==> run_1/m1.png <==
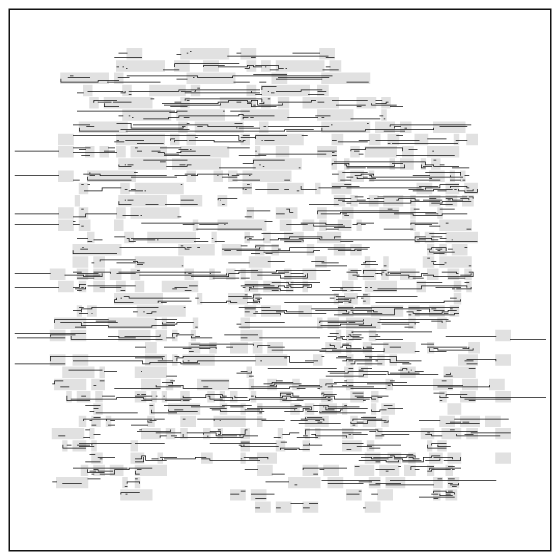
==> run_1/m2.png <==
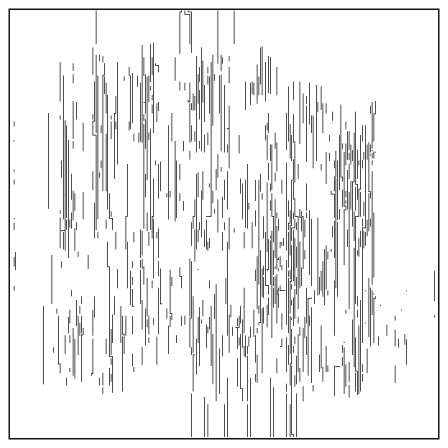
==> run_1/m4.png <==
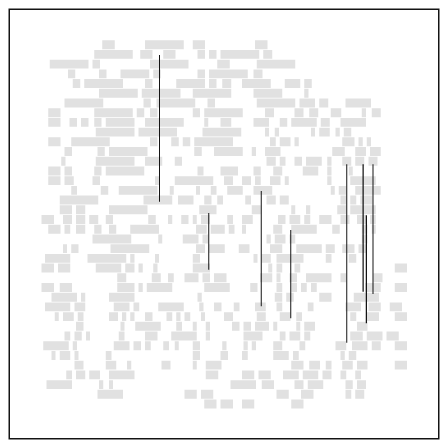
File: src/rtl/soda_vend_sequencer.sv
// Soda machine sequencer: coin credit, price table, vend handshake, change payout.
// Optional TIMEOUT_REFUND_EN: refund credit after 1024 idle cycles in CREDIT.
// Ports: clk, reset (sync, active-low); coin c/a; selection sel_valid/sel_id;
//   cancel; price_we/price_idx/price_wdata; disp_done in; disp_req/disp_id,
//   chg_pulse, coin_reject, sel_nack, credit, busy out.
module soda_vend_sequencer #(
  parameter int NUM_PROD      = 4,
  parameter int PRICE_DEFAULT = 30,
  parameter int CHANGE_UNIT   = 5,
  parameter int CHG_GAP       = 2,
  localparam int IW = (NUM_PROD > 1) ? $clog2(NUM_PROD) : 1
) (
  input  logic          clk,
  input  logic          reset,
  input  logic          c,
  input  logic [7:0]    a,
  input  logic          sel_valid,
  input  logic [IW-1:0] sel_id,
  input  logic          cancel,
  input  logic          price_we,
  input  logic [IW-1:0] price_idx,
  input  logic [7:0]    price_wdata,
  input  logic          disp_done,
  output logic          disp_req,
  output logic [IW-1:0] disp_id,
  output logic          chg_pulse,
  output logic          coin_reject,
  output logic          sel_nack,
  output logic [7:0]    credit,
  output logic          busy
);

  typedef enum logic [1:0] {
    IDLE,
    CREDIT,
    VEND,
    CHANGE
  } state_t;

  localparam logic [7:0] CU  = 8'(CHANGE_UNIT);
  localparam logic [7:0] GAP = 8'(CHG_GAP - 1);

  state_t        state, state_n;
  logic [7:0]    credit_n;
  logic [IW-1:0] disp_id_n;
  logic          pulse_n, rej_n, nack_n;
  logic [7:0]    gap, gap_n;
  logic [7:0]    price [NUM_PROD];
  logic [7:0]    sel_price;
  logic [8:0]    sum;
  logic          sel_go, cancel_go, cancel_eff;

`ifdef TIMEOUT_REFUND_EN
  logic [9:0] idle_cnt;
  logic       idle_fire;

  assign idle_fire = (idle_cnt == 10'd1023);

  always_ff @(posedge clk) begin
    if (!reset || state != CREDIT ||
        c || sel_valid || cancel)
      idle_cnt <= '0;
    else
      idle_cnt <= idle_cnt + 10'd1;
  end

  assign cancel_eff = cancel | idle_fire;
`else
  assign cancel_eff = cancel;
`endif

  assign sel_price = price[sel_id];
  assign sum       = {1'b0, credit} + {1'b0, a};
  assign disp_req  = (state == VEND);
  assign busy      = (state == VEND) ||
                     (state == CHANGE);

  always_comb begin
    state_n   = state;
    credit_n  = credit;
    disp_id_n = disp_id;
    gap_n     = gap;
    pulse_n   = 1'b0;
    rej_n     = 1'b0;
    nack_n    = 1'b0;
    sel_go    = 1'b0;
    cancel_go = 1'b0;
    unique case (state)
      IDLE, CREDIT: begin
        // Selection sees pre-coin credit; cancel beats selection.
        cancel_go = cancel_eff && (credit >= CU);
        sel_go    = sel_valid && !cancel &&
                    (credit >= sel_price);
        nack_n    = sel_valid && !sel_go;
        if (sel_go) begin
          credit_n  = credit - sel_price;
          disp_id_n = sel_id;
          state_n   = VEND;
          rej_n     = c;
        end else if (cancel_go) begin
          state_n = CHANGE;
          gap_n   = '0;
          rej_n   = c;
        end else if (c && a != 8'd0) begin
          if (sum[8]) begin
            rej_n = 1'b1;
          end else begin
            credit_n = sum[7:0];
            state_n  = CREDIT;
          end
        end
      end
      VEND: begin
        rej_n  = c;
        nack_n = sel_valid;
        if (disp_done) begin
          gap_n = '0;
          if (credit >= CU)
            state_n = CHANGE;
          else if (credit != 8'd0)
            state_n = CREDIT;
          else
            state_n = IDLE;
        end
      end
      CHANGE: begin
        rej_n  = c;
        nack_n = sel_valid;
        if (gap != 8'd0) begin
          gap_n = gap - 8'd1;
        end else if (credit >= CU) begin
          pulse_n  = 1'b1;
          credit_n = credit - CU;
          gap_n    = GAP;
        end else if (credit != 8'd0) begin
          state_n = CREDIT;
        end else begin
          state_n = IDLE;
        end
      end
      default: state_n = IDLE;
    endcase
  end

  always_ff @(posedge clk) begin
    if (!reset) begin
      state       <= IDLE;
      credit      <= '0;
      disp_id     <= '0;
      gap         <= '0;
      chg_pulse   <= 1'b0;
      coin_reject <= 1'b0;
      sel_nack    <= 1'b0;
      for (int i = 0; i < NUM_PROD; i++)
        price[i] <= 8'(PRICE_DEFAULT);
    end else begin
      state       <= state_n;
      credit      <= credit_n;
      disp_id     <= disp_id_n;
      gap         <= gap_n;
      chg_pulse   <= pulse_n;
      coin_reject <= rej_n;
      sel_nack    <= nack_n;
      if (price_we)
        price[price_idx] <= price_wdata;
    end
  end

endmodule

File: config.mk
export PLATFORM = sky130hd
export DESIGN_NAME = soda_vend_sequencer
export DESIGN_NICKNAME = d
export VERILOG_FILES = /design/src/rtl/soda_vend_sequencer.sv
export SDC_FILE = /design/constraint.sdc
export NUM_CORES = 1
export LEC_CHECK = 0
export CELL_PAD_IN_SITES_DETAIL_PLACEMENT = 1
export CELL_PAD_IN_SITES_GLOBAL_PLACEMENT = 2
export CORE_MARGIN = 8
export CORE_UTILIZATION = 32
export CTS_CLUSTER_DIAMETER = 200
export CTS_CLUSTER_SIZE = 10
export DETAILED_ROUTE_END_ITERATION = 8
export PLACE_DENSITY_LB_ADDON = 0.1
export SYNTH_ARGS = -nofsm -noshare
export SYNTH_HDL_FRONTEND = slang
export SYNTH_SLANG_ARGS = --single-unit
File: constraint.sdc
create_clock -name clk -period 3.7 [get_ports clk]
set_input_delay 0.555 -clock clk [delete_from_list [all_inputs] [get_ports clk]]
set_output_delay 0.555 -clock clk [all_outputs]
set_load 0.05 [all_outputs]
==> results.json, run 1 <==
{
  "lay_top_cells": "41 x clkdlybuf4s50_1, 32 x edfxtp_1, 26 x nor2_1",
  "drive_gt1_share_pct": 12.3,
  "netlist.area_leader.share_pct": 27.8,
  "portBuffers": 41,
  "dieHeight_um": 120,
  "cts_tree": "done",
  "ys_seq_share_pct": 41.2,
  "htreeDepth": 2,
  "yosysUniqueCellTypes": 57,
  "dr.first_iter.drc_count": 145,
  "grt_pass1_vias": 3147,
  "grt_use_total_pct": 14.3,
  "grt_pass1_wl_um": 16400,
  "tightest_slew_ns": 0.657,
  "cts_resized": 0,
  "antenna_found_initial": 0,
  "layout.cells.most_common": "clkdlybuf4s50_1",
  "grt_max_degree": 29,
  "rsz0062_at_grt": "false",
  "vdd_drop_max_mv": 0.304,
  "grt_overflow": 0,
  "area_growth_pct": 23.0,
  "r2r-end": "credit[6]",
  "cpMaxStageDelayCell": "clkdlybuf4s50_1",
  "drv_slew": 0,
  "clockRootBuffer": "clkbuf_8",
  "vias": 2842,
  "crit_family": "buffers and inverters",
  "initial_core_util_pct": 32.3,
  "startpoint_type": "input port",
  "warnings": 28,
  "hold_class": "flop to flop",
  "ys_cells": 347,
  "post-cts-setup-buffer-count": 0,
  "p_clk_share_pct": 10.8,
  "reg2reg_depth": 11,
  "layout.nets": 453,
  "whs_ns": 0.520,
  "dr.pass1.iters": 4,
  "cts_buffer_depth": 2,
  "seq_area_um2": 1420,
  "ios": 42,
  "endpoint": "credit[6]",
  "cp_num_cells": 12,
  "critPathRequiredTime_ns": 3.90,
  "comb_power_share_pct": 61.3,
  "yosys.area.top_type": "edfxtp_1",
  "fillers": 1248,
  "final_hold_viol_count": 0,
  "fp-row-count": 38,
  "outcome": "finished, final reports clean",
  "fmax_mhz": 292,
  "swShare_pct": 47.3,
  "antenna_cells": 0,
  "r2r-start": "price[3][0]",
  "p_seq_share_pct": 27.9,
  "cp-startpoint": "sel_id[0]",
  "period_minus_slack_ns": 3.42,
  "die_w_um": 120,
  "post_drt_wl_per_cell_um": 18.6,
  "ys_ff": 55,
  "crit_buf_inv": 2,
  "clkLatencyLatePin_ns": 0.32,
  "drt-total-wl_um": 10100,
  "hold_buffers": 0,
  "edf_count": 32
}
Notes on m1.png above:
share of all routed wire = 46%
longest straight run = 36.8 um
main direction = horizontal
nets with wire on the layer = 421
wire length on this layer = 4660 um

Notes on m2.png above:
longest straight run = 43.1 um
wire length on this layer = 4930 um
share of all routed wire = 49%
nets with wire on the layer = 403
main direction = vertical

Notes on m4.png above:
share of all routed wire = 2.6%
main direction = vertical
longest straight run = 49.6 um
nets with wire on the layer = 8

[run 1: power by group through the flow]
stage               registers (W)  clock network, W  logic, W
floorplan                 0.00106                 0   0.00130
global placement         0.000970                 0   0.00208
detailed placement       0.000968                 0   0.00209
CTS                      0.000955          0.000382   0.00210
global route             0.000969          0.000397   0.00230
finish                   0.000948          0.000366   0.00208
[run 1: routing by layer]
| layer | up-vias | part of all wire (%) | global-route usage, % |
|---|---|---|---|
| li1 | 1389 | - | - |
| met1 | 1383 | 46 | 17.5 |
| met2 | 54 | 49 | 24.5 |
| met3 | 16 | 2.7 | 2.49 |
| met4 | 0 | 2.6 | 5.54 |
| met5 | - | 0 | 0 |
[run 1: registers in the layout, indices dropped and copies added, names as in the netlist]
register,flops
price,32
chg_pulse,1
coin_reject,1
credit,8
disp_id,2
gap,8
state,2
sel_nack,1
[run 1: logic make-up (layout without fill, tap and decap cells)]
kind of cell	after synthesis	in the layout	share of synthesized area, %
AOI/OAI and AO/OA	82	82	16.3
xor gates and xnor gates	16	16	4.06
adders and majority gates	22	22	8.41
buffers and inverters	25	83	2.75
DFF	55	55	41.2
muxes	13	13	6.67
and+or+nand+nor	134	134	20.6
[run 1: worst min-delay path by stage]
stage,slack (ns),depth (start not counted),endpoint
detailed placement,0.49,2,disp_id[1]
global route,0.55,2,disp_id[0]
floorplan,0.48,2,gap[4]
CTS,0.53,2,disp_id[0]
global placement,0.50,2,gap[7]
finish,0.52,2,gap[4]
[run 1: tightest hold or removal path, stage by stage (launching register included)]
cell	delay (ns)
dfxtp_1	0.35
o31ai_1	0.07
a21oi_1	0.06
[run 1: Yosys cell counts (6+ instances only)]
cell type / instances
nand2b_1: 21
dfxtp_1: 23
and2_1: 14
and3_1: 9
clkbuf_1: 9
nand3_1: 9
edfxtp_1: 32
a21oi_1: 20
nand2_1: 25
nor2_1: 26
mux4_2: 8
o21ai_0: 18
inv_1: 13
xor2_1: 10
ha_1: 20
nor2b_1: 6
xnor2_1: 6
[run 1: final cells by class]
cell class                 count  area share (%)
clock buffer                   5            1.62
inverter                      14            1.24
tap                          140            4.12
clock inverter                 3           0.648
timing repair buffer          61            13.2
sequential                    55            33.5
multi-input combinational    267            45.7
[run 1: metrics by stage]
stage          setup slack (ns)  std cells  total power [W]  instance area (um^2)  util (%)
3_5_place_dp            -0.0549        537          0.00306                  4150      38.8
6_report                  0.278        545          0.00340                  4250      39.7
3_3_place_gp             0.0613        537          0.00305                  4150      38.8
4_1_cts                   0.276        545          0.00344                  4250      39.7
2_1_floorplan            0.0625        347          0.00236                  3450         -
5_1_grt                   0.105        545          0.00367                  4250      39.7
--- run 2 (diff from run 1) ---
PLACE_DENSITY = 0.86   (was default)
PLACE_DENSITY_LB_ADDON = default   (was 0.1)
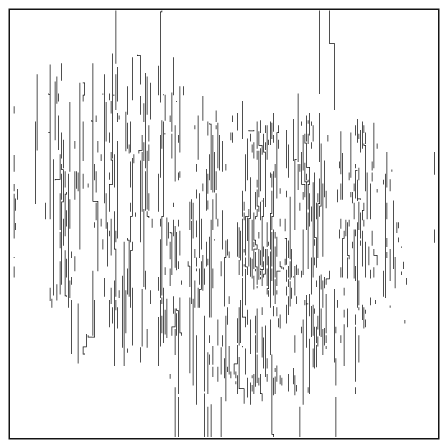
(run_2/m2.png)
share of all routed wire = 50%
wire length on this layer = 4620 um
longest straight run = 46.6 um
main direction = vertical
nets with wire on the layer = 399

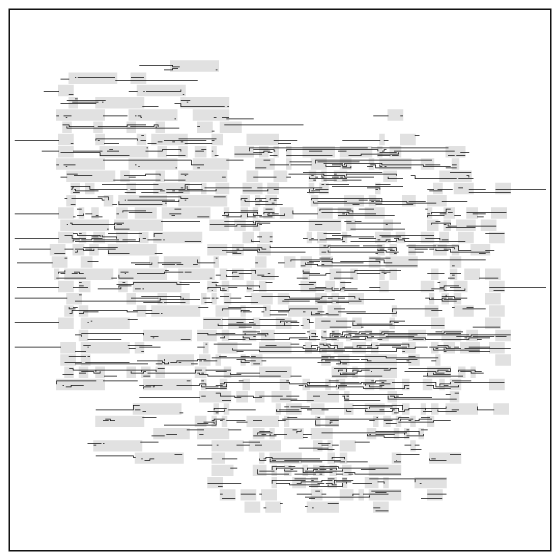
(run_2/m1.png)
main direction = horizontal
nets with wire on the layer = 418
share of all routed wire = 45%

==> run 2 against run 1 <==
Flip-flop count did not move. Die size did not move. Total power fell by 2.6%. Core utilization fell by 0.29 points. Cell count fell by 0.73%. Sequential power rose by 2.1%. Global-route usage fell by 0.97 points. Wire length fell by 8.0%.
==> results.json, run 2 <==
{
  "cts_resized": 0,
  "layout.nets": 449,
  "clock_skew_ns": 0.0130,
  "finalPower_w": 0.00331,
  "grt_pass1_vias": 3081,
  "lay_top_cells": "41 x clkdlybuf4s50_1, 32 x edfxtp_1, 26 x nor2_1",
  "drtAntennaViolNets": 0,
  "tightest_slew_ns": 0.674,
  "wl_met3_um": 404,
  "largest_registers": "price (32), credit (8), gap (8)",
  "top_register": "price",
  "syn-mean-instance-area_um2": 9.95,
  "syn-num-nets": 396,
  "grt_overflow": 0,
  "dr.first_iter.drc_count": 130,
  "warnings": 28,
  "period_minus_slack_ns": 3.36,
  "vias": 2826,
  "yosysUniqueCellTypes": 57,
  "final_hold_viol_count": 0,
  "rsz0062_at_grt": "false",
  "maxSlewHeadroom_pct": 54.6,
  "portBuffers": 41,
  "outcome": "finished, final reports clean",
  "cts_buffer_depth": 2,
  "antenna_found_initial": 0,
  "grt_max_degree": 29,
  "die_area_um2": 14400,
  "post-cts-setup-buffer-count": 0,
  "post_drt_wl_per_cell_um": 17.2,
  "r2r-start": "price[3][0]",
  "clockRootBuffer": "clkbuf_8",
  "drive_gt1_share_pct": 11.5,
  "crit_type": "input port to flop",
  "ys_cells": 347,
  "clkLatencyLatePin_ns": 0.33,
  "most_common_cell": "edfxtp_1",
  "fp-row-count": 38,
  "fmax_mhz": 298,
  "grt_pass1_wl_um": 15600,
  "static-leakage-power_nw": 1.61,
  "cts_inserted_buffers": 5,
  "largest_reg_flops": 32,
  "yosys.area.top_type": "edfxtp_1",
  "fillers": 1232,
  "area_growth_pct": 22.1,
  "antenna_cells": 0,
  "ys_seq_share_pct": 41.2,
  "ios": 42,
  "netlist.area_leader.share_pct": 27.8,
  "cts_tree": "done",
  "hold_class": "flop to flop",
  "setup_slack_ns": 0.341,
  "logic_area_um2": 1940,
  "top_layer": "met4",
  "dr.pass1.iters": 4,
  "async_flop_share_pct": 0,
  "met2_length_um": 4620,
  "layout.cells.most_common": "clkdlybuf4s50_1",
  "met1_length_um": 4160,
  "dp_slack_ns": -0.0279,
  "critPathRequiredTime_ns": 3.92,
  "edf_count": 32,
  "drt-total-wl_um": 9310,
  "clock_sinks": 55,
  "yosys-top-cells-count": "32 x edfxtp_1, 26 x nor2_1, 25 x nand2_1",
  "ys_ff": 55,
  "seq_area_um2": 1420,
  "hold_start": "gap[4]",
  "dieHeight_um": 120,
  "initial_core_util_pct": 32.3,
  "grt_use_total_pct": 13.3,
  "vdd_drop_max_mv": 0.307,
  "hold_buffers": 0,
  "die_w_um": 120,
  "htreeDepth": 2,
  "drv_slew": 0,
  "place.gp.congestion": 0.870,
  "cp-startpoint": "sel_id[0]",
  "cp-end-kind": "flop",
  "cpMaxStageDelayCell": "clkdlybuf4s50_1",
  "startpoint_type": "input port"
}
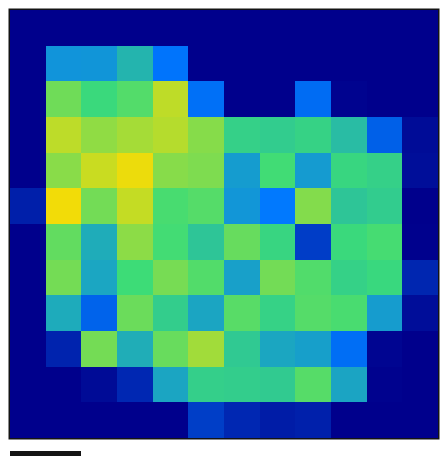
(run_2/util_map.png)
Scale bar: 20 um. The die is cut into 12 by 12 equal tiles; dark blue is low, red is high, 0 to 100% covered.
mean over tiles = 28%
fullest tile = 73%
emptiest ninth of the die = upper right
densest ninth of the die = centre
nearly empty tiles = 33%

-- run 2: metal layers --
metal / vias to the layer above / track usage, %
li1: 1383 / -
met1: 1376 / 16.1
met2: 56 / 23.2
met3: 11 / 2.82
met4: 0 / 4.06
met5: - / 0
-- run 2: cells by family after synthesis --
family | count (synthesis) | share of synthesized area (%)
AOI/OAI and AO/OA | 82 | 16.3
muxes | 13 | 6.67
DFF | 55 | 41.2
and+or+nand+nor | 134 | 20.6
adders and majority gates | 22 | 8.41
xor gates and xnor gates | 16 | 4.06
buffers and inverters | 25 | 2.75
-- run 2: final timing paths --
kind / endpoint / slack (ns) / cells past startpoint
max: credit[6] / 0.34 / 12
min: gap[4] / 0.53 / 2
min reg2reg: gap[4] / 0.53 / 2
max reg2reg: credit[6] / 0.75 / 11
-- run 2: report_power, final --
group	switching, W	internal, W	total [W]
clock network	0.000231	0.000141	0.000373
registers	0.000195	0.000773	0.000968
logic	0.00113	0.000843	0.00197
total	0.00155	0.00176	0.00331
-- run 2: per-stage QoR --
step / hold slack [ns] / TNS (ns) / utilization, % / std cells / area, um^2
floorplan: 0.478 / 0 / - / 347 / 3450
global placement: 0.490 / 0 / 38.5 / 533 / 4120
detailed placement: 0.505 / -0.0382 / 38.5 / 533 / 4120
CTS: 0.527 / 0 / 39.4 / 541 / 4220
global route: 0.569 / 0 / 39.4 / 541 / 4220
finish: 0.525 / 0 / 39.4 / 541 / 4220
-- run 2: final cells by class --
| cell class | count | area share [%] |
|---|---|---|
| Sequential cell | 55 | 33.7 |
| Multi-Input combinational cell | 267 | 46.1 |
| Clock buffer | 5 | 1.63 |
| Inverter | 14 | 1.25 |
| Timing Repair Buffer | 57 | 12.6 |
| Clock inverter | 3 | 0.623 |
| Tap cell | 140 | 4.15 |
-- run 2: critical path: cells and delay by family --
family	cells	cell delay (ns)
AOI/OAI and AO/OA	4	0.57
muxes	1	0.52
adders and majority gates	2	0.60
and+or+nand+nor	3	0.59
buffers and inverters	2	0.74
Power figures rest on the tool's default switching activity, not on a simulated workload.
